--- src/rtl/hazard_pkg.sv ---
// Shared constants for the hazard detection unit: hazType codes, memory-wait
// FSM encodings and the load-use compare used by the top level.
package hazard_pkg;

  typedef enum logic [1:0] {
    HAZ_NONE    = 2'b00,
    HAZ_LOADUSE = 2'b01,
    HAZ_FLUSH   = 2'b10,
    HAZ_FREEZE  = 2'b11
  } haz_t;

  typedef enum logic [1:0] {
    IDLE = 2'b00,
    WAIT = 2'b01,
    DONE = 2'b10
  } mem_state_e;

  // $zero is hardwired, so a load targeting it never creates a dependency.
  function automatic logic load_use(input logic       ex_mem_read,
                                    input logic [4:0] ex_rt,
                                    input logic [4:0] id_rs,
                                    input logic [4:0] id_rt,
                                    input logic       id_uses_rt);
    return ex_mem_read && (ex_rt != 5'd0) &&
           ((ex_rt == id_rs) || (id_uses_rt && (ex_rt == id_rt)));
  endfunction

endpackage

--- src/rtl/hazard_mem_wait_fsm.sv ---
// Tracks a multi-cycle data-memory access in MEM and asks for a freeze of
// exactly MEM_LAT-1 cycles per access.
//   state | meaning
//   IDLE  | no access in flight; a new access starts the freeze
//   WAIT  | access in flight, pipeline frozen, cnt counts frozen cycles
//   DONE  | access completes; same access still visible, not restarted
module hazard_mem_wait_fsm
  import hazard_pkg::*;
#(
  parameter int unsigned MEM_LAT = 3
) (
  input  logic Clk,
  input  logic Rst,
  input  logic EX_MEM_memAccess,
  output logic freeze,
  output logic inDone
);

  localparam int CW = $clog2(MEM_LAT) + 1;
  localparam logic [CW-1:0] CNT_LAST = CW'((MEM_LAT >= 2) ? (MEM_LAT - 2) : 0);
  localparam bit MEM_MULTI = (MEM_LAT > 1);

  mem_state_e      state_q, state_d;
  logic [CW-1:0]   cnt_q, cnt_d;
  logic            mem_start;

  assign mem_start = (state_q == IDLE) && EX_MEM_memAccess && MEM_MULTI;

  always_ff @(posedge Clk) begin
    if (Rst) begin
      state_q <= IDLE;
      cnt_q   <= '0;
    end else begin
      state_q <= state_d;
      cnt_q   <= cnt_d;
    end
  end

  always_comb begin
    state_d = state_q;
    cnt_d   = cnt_q;
    case (state_q)
      IDLE: begin
        if (mem_start) begin
          cnt_d   = CW'(1);
          state_d = (MEM_LAT == 2) ? DONE : WAIT;
        end
      end
      WAIT: begin
        if (cnt_q == CNT_LAST) state_d = DONE;
        else                   cnt_d   = cnt_q + CW'(1);
      end
      DONE:    state_d = IDLE;
      default: state_d = IDLE;
    endcase
  end

  always_comb begin
    freeze = mem_start || (state_q == WAIT);
    inDone = (state_q == DONE);
  end

endmodule

--- src/rtl/hazard_detect_unit.sv ---
// Hazard detection: priority-encodes memory freeze, load-use stall and
// control-flow flush into hazType, and counts hazard cycles (saturating).
module hazard_detect_unit
  import hazard_pkg::*;
#(
  parameter int unsigned MEM_LAT = 3,
  parameter int unsigned CNT_W   = 16
) (
  input  logic             Clk,
  input  logic             Rst,
  input  logic [4:0]       IF_ID_rs,
  input  logic [4:0]       IF_ID_rt,
  input  logic             ID_uses_rt,
  input  logic             ID_EX_memRead,
  input  logic [4:0]       ID_EX_rt,
  input  logic             branchTaken,
  input  logic             jump,
  input  logic             EX_MEM_memAccess,
  output logic [1:0]       hazType,
  output logic [CNT_W-1:0] hazCycles
);

  logic             freeze, in_done;
  logic             load_use_hit, ctrl_flow;
  haz_t             haz;
  logic [CNT_W-1:0] hazcyc_q, hazcyc_d;

  hazard_mem_wait_fsm #(.MEM_LAT(MEM_LAT)) u_mem_wait (
    .Clk              (Clk),
    .Rst              (Rst),
    .EX_MEM_memAccess (EX_MEM_memAccess),
    .freeze           (freeze),
    .inDone           (in_done)
  );

  assign load_use_hit = load_use(ID_EX_memRead, ID_EX_rt, IF_ID_rs, IF_ID_rt, ID_uses_rt);
  assign ctrl_flow    = branchTaken || jump;

  // DONE never freezes: the access still visible in MEM is the one finishing.
  always_comb begin
    haz = HAZ_NONE;
    if (Rst)                     haz = HAZ_NONE;
    else if (freeze && !in_done) haz = HAZ_FREEZE;
    else if (load_use_hit)       haz = HAZ_LOADUSE;
    else if (ctrl_flow)          haz = HAZ_FLUSH;
  end

  assign hazType = haz;

  always_comb begin
    hazcyc_d = hazcyc_q;
    if ((haz != HAZ_NONE) && (hazcyc_q != '1)) hazcyc_d = hazcyc_q + CNT_W'(1);
  end

  always_ff @(posedge Clk) begin
    if (Rst) hazcyc_q <= '0;
    else     hazcyc_q <= hazcyc_d;
  end

  assign hazCycles = hazcyc_q;

endmodule

--- config.mk ---
export PLATFORM = sky130hd
export DESIGN_NAME = hazard_detect_unit
export DESIGN_NICKNAME = d
export VERILOG_FILES = /design/src/rtl/hazard_pkg.sv /design/src/rtl/hazard_mem_wait_fsm.sv /design/src/rtl/hazard_detect_unit.sv
export SDC_FILE = /design/constraint.sdc
export NUM_CORES = 1
export LEC_CHECK = 0
export CORE_UTILIZATION = 29
export CTS_CLUSTER_DIAMETER = 120
export DETAILED_ROUTE_END_ITERATION = 12
export GPL_ROUTABILITY_DRIVEN = 0
export HOLD_SLACK_MARGIN = 0.1
export PLACE_DENSITY = 0.64
export SETUP_SLACK_MARGIN = 0.02
export SLEW_MARGIN = 10
export SYNTH_ARGS = -nofsm -noshare
export SYNTH_HDL_FRONTEND = slang
export SYNTH_HIERARCHICAL = 1
export SYNTH_SLANG_ARGS = --single-unit
--- constraint.sdc ---
create_clock -name Clk -period 4.1 [get_ports Clk]
set_input_delay 0.82 -clock Clk [delete_from_list [all_inputs] [get_ports Clk]]
set_output_delay 0.82 -clock Clk [all_outputs]
set_load 0.005 [all_outputs]
sizes.png
The bar under the picture is 20 µm long.
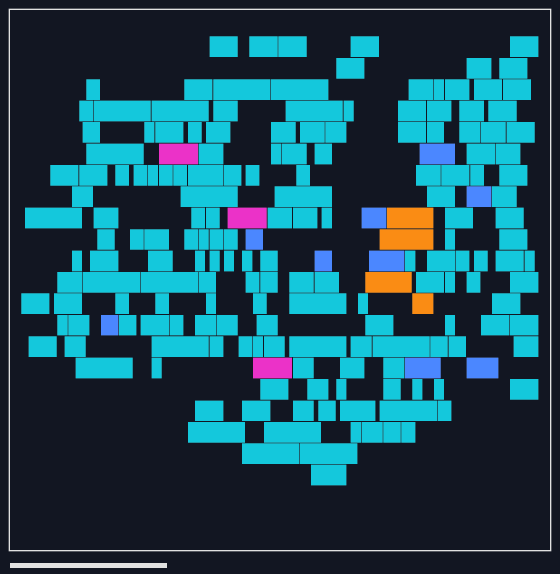
[_3 and _4 cells] orange | cells: 4
[_6 and larger] magenta | cells: 3
[_0 and _1 cells] cyan | cells: 173
[_2 cells] blue | cells: 9

io_fan.png
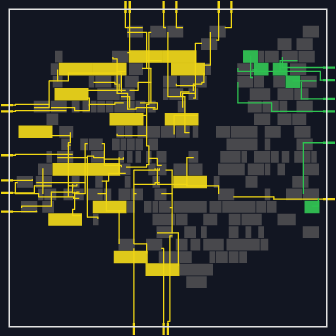
[hazCycles] yellow | direction: output | end cells: 16 | buffers: 16 | wire: 674 µm
[IF_ID_rt] green | direction: input | end cells: 5 | buffers: 5 | wire: 102 µm
I/O Pins: 40
number of I/O port buffers: 39

flops_by_reg.png
The bar under the picture is 20 µm long.
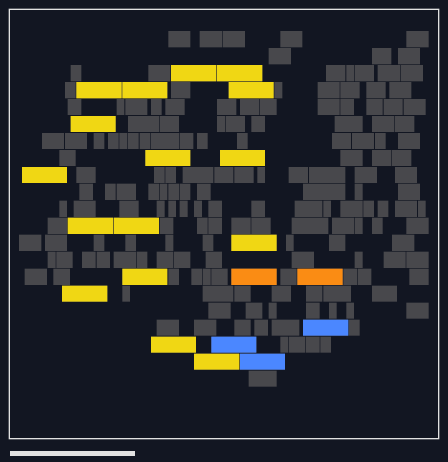
[hazCycles] yellow | sequential cells: 16
[u_mem_wait/cnt_q] blue | sequential cells: 3
[u_mem_wait/state_q] orange | sequential cells: 2

wires.png
The bar under the picture is 20 µm long.
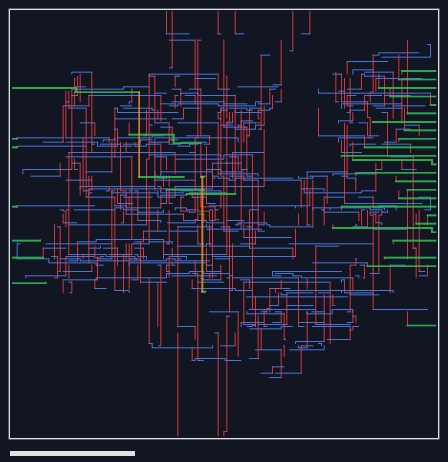
[metal 1] blue | wire length: 1520 µm
[metal 2] red | wire length: 1320 µm
[metal 3] green | wire length: 262 µm
[metal 4] orange | wire length: 32.0 µm

clocks.png
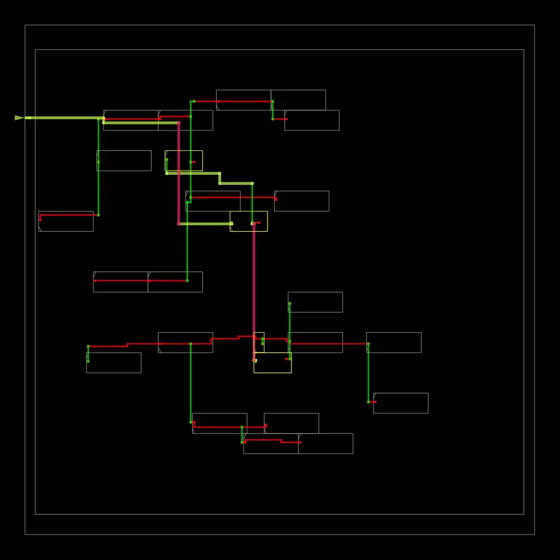
Clock Skew: 0.00187 ns
CTS buffer count: 3
Insertion Delay late pin: 0.26 ns
Clock Sink Count: 21
Seq cells: 21

==> run_results.csv <==
group,metric,value,unit
setup_path,rr_worst_depth,7,
final_layout,comb_area,828,µm²
route,ant_nets,0,
final_layout,regArea,420,µm²
final_layout,n_antenna_cell,0,
timing,setup_viol,0,
yosys,logic_family,"simple AND/OR/NAND/NOR gates",
placement,hpwlAfterDp,2.38,mm
final_layout,largest_cell_class,"combinational gates",
route,drc_errors,0,
job,max_cap_violations,0,
clock_network,clock-root-buffer,"clkbuf_8",
setup_path,critPathCapture,"hazType[1]",
die,core,0.00412,mm²
yosys,yosysWarnings,6,
power_and_ir_drop,sequentialPower,215,µW
setup_path,cp_max_fo,4,
die,die-area,0.00471,mm²
clock_network,cts_tree,"done",
global_route,met1_usage,18.3,%
route,vias_per_cell,5.40,
final_layout,inverters_excl_clock,5,
yosys,syn-cell-area,0.00129,mm²
setup_path,crit_chain,"clkdlybuf4s50_1 > or4_1 > o21a_2 > nand2_1 > o21ai_0 > a21oi_1 > clkdlybuf4s50_1",
setup_path,worstSetupEndpointType,"output pin",
global_route,met2_usage,24.4,%
yosys,fp_nets,174,
die,die_w,68.6,µm
clock_network,clock_path_buffers,2,
final_layout,fin_area,0.00177,mm²
route,met3_wirelength,262,µm
final_layout,nets,215,
global_route,grt_first_pass_wirelength,5.23,mm
clock_network,htreeDepth,1,
placement,dp_cells,235,
min_path,hold_class,"reg -> reg",
yosys,ys_sh_simple,26.8,%
clock_network,clk_pin_slew_worst_paths,0.07,ns
yosys,ys_seq_share,32.7,%
yosys,synth-edff-count,0,
clock_network,post_cts_resized,0,
yosys,yosysUniqueCellTypes,43,
yosys,topCellsByArea,"dfxtp_1 (33%), xnor2_1 (6.8%), nand3_1 (4.3%), nand2_1 (4.1%), o311ai_0 (4.1%)",
yosys,synthCells,149,
setup_path,worstPathArrival,2.88,ns
yosys,synth_top_area_share,32.7,%
min_path,whs_endpoint,"u_mem_wait/cnt_q[2]",
timing,max_freq,270,MHz
global_route,grt_overflow,0,
clock_network,cts_setup_buffers,0,
die,taps,50,
yosys,async_reset_ff_share,0,%
power_and_ir_drop,combPwrFrac,18.7,%
timing,tightestPinTransition,0.781,ns
yosys,yosysChipArea,0.00129,mm²
setup_path,cpMostUsedCell,"clkdlybuf4s50_1",
power_and_ir_drop,internal-power,323,µW
route,routedWlPerCell,13.1,µm
power_and_ir_drop,powerClk,135,µW
power_and_ir_drop,p_seq_share,50.0,%
yosys,synth-main-ff-cell,"dfxtp_1",
global_route,first_global_vias,1241,
timing,rsz0062_at_grt,"no",
global_route,busiest_layer,"met2",
setup_path,timing.rr.start,"hazCycles[0]",
timing,hold_viol_final,0,
timing,finalSetupTns,0,ns
final_layout,synthToLayoutAreaGrowth,37.8,%
setup_path,start_kind,"primary input",
yosys,yosysMostFrequentCell,"dfxtp_1",
final_layout,largest_reg_flops,16,
power_and_ir_drop,clockPowerShare,31.4,%
yosys,top_cells_by_count,"dfxtp_1 (21), nand2_1 (14), nand3_1 (11)",
final_layout,comb_area_share,46.7,%
global_route,grt_max_degree,19,
global_route,grt_use_met3,3.78,%
yosys,synth.largest_area_cell,"dfxtp_1",
route,top_layer_used,"met4",
yosys,ys_sh_aoi,26.5,%
global_route,grt_use_total,14.7,%
final_layout,layout.cells.non_filler,239,
yosys,ys_ff,21,
route,vias,1290,
final_layout,buf_share,22.4,%
die,fp_util,31.3,%
yosys,synth-adder-area-share,2.92,%
final_layout,nFillCells,400,
min_path,holdPathStages,2,
setup_path,startpoint,"ID_EX_rt[1]",
final_layout,clk_share,2.54,%
route,drt-total-wl,3.13,mm
power_and_ir_drop,p_per_area,242,mW/mm²
setup_path,critPathMaxStageDelay,0.54,ns
power_and_ir_drop,power_switching,107,µW
die,dieHeight,68.6,µm
route,wl_met2,1.32,mm
final_layout,clkbuf_count,4,
global_route,antenna_found_initial,0,
yosys,yosys.area_share.xor_xnor,7.49,%
final_layout,nNonClkBuffers,40,
power_and_ir_drop,peakVddDrop,0.159,mV
setup_path,critPathKind,"in -> out",
setup_path,slowest_stage,"or4_1",
yosys,mux_share,0.778,%
run_status,status,"finished, final reports clean",
power_and_ir_drop,p_leak,0.000596,µW
stage by stage:
stage	hold WS, ns	setup WS, ns	power (µW)	util, %
2_1_floorplan	0.455	1.41	260	-
3_3_place_gp	0.492	0.387	299	42.0
3_5_place_dp	0.490	0.391	299	42.0
4_1_cts	0.500	0.380	436	43.1
5_1_grt	0.538	0.273	453	43.1
6_report	0.498	0.397	430	43.1
worst max-delay path, delay by kind of cell:
kind,cells,cell delay (ns)
simple gates,2,0.62
compound gates,3,0.47
buf+inv,2,0.97
layout by cell type, fill, tap and decap left out, types with 4 or more instances in the layout:
cell / n
and3_1: 4
xnor2_1: 10
nor2_1: 6
nand3_1: 11
dfxtp_1: 21
o21a_1: 4
a21oi_1: 8
o41ai_1: 5
clkdlybuf4s50_1: 39
o311ai_0: 6
inv_1: 5
nand2_1: 14
No activity file was given, so power comes from the tool's default toggle rates.
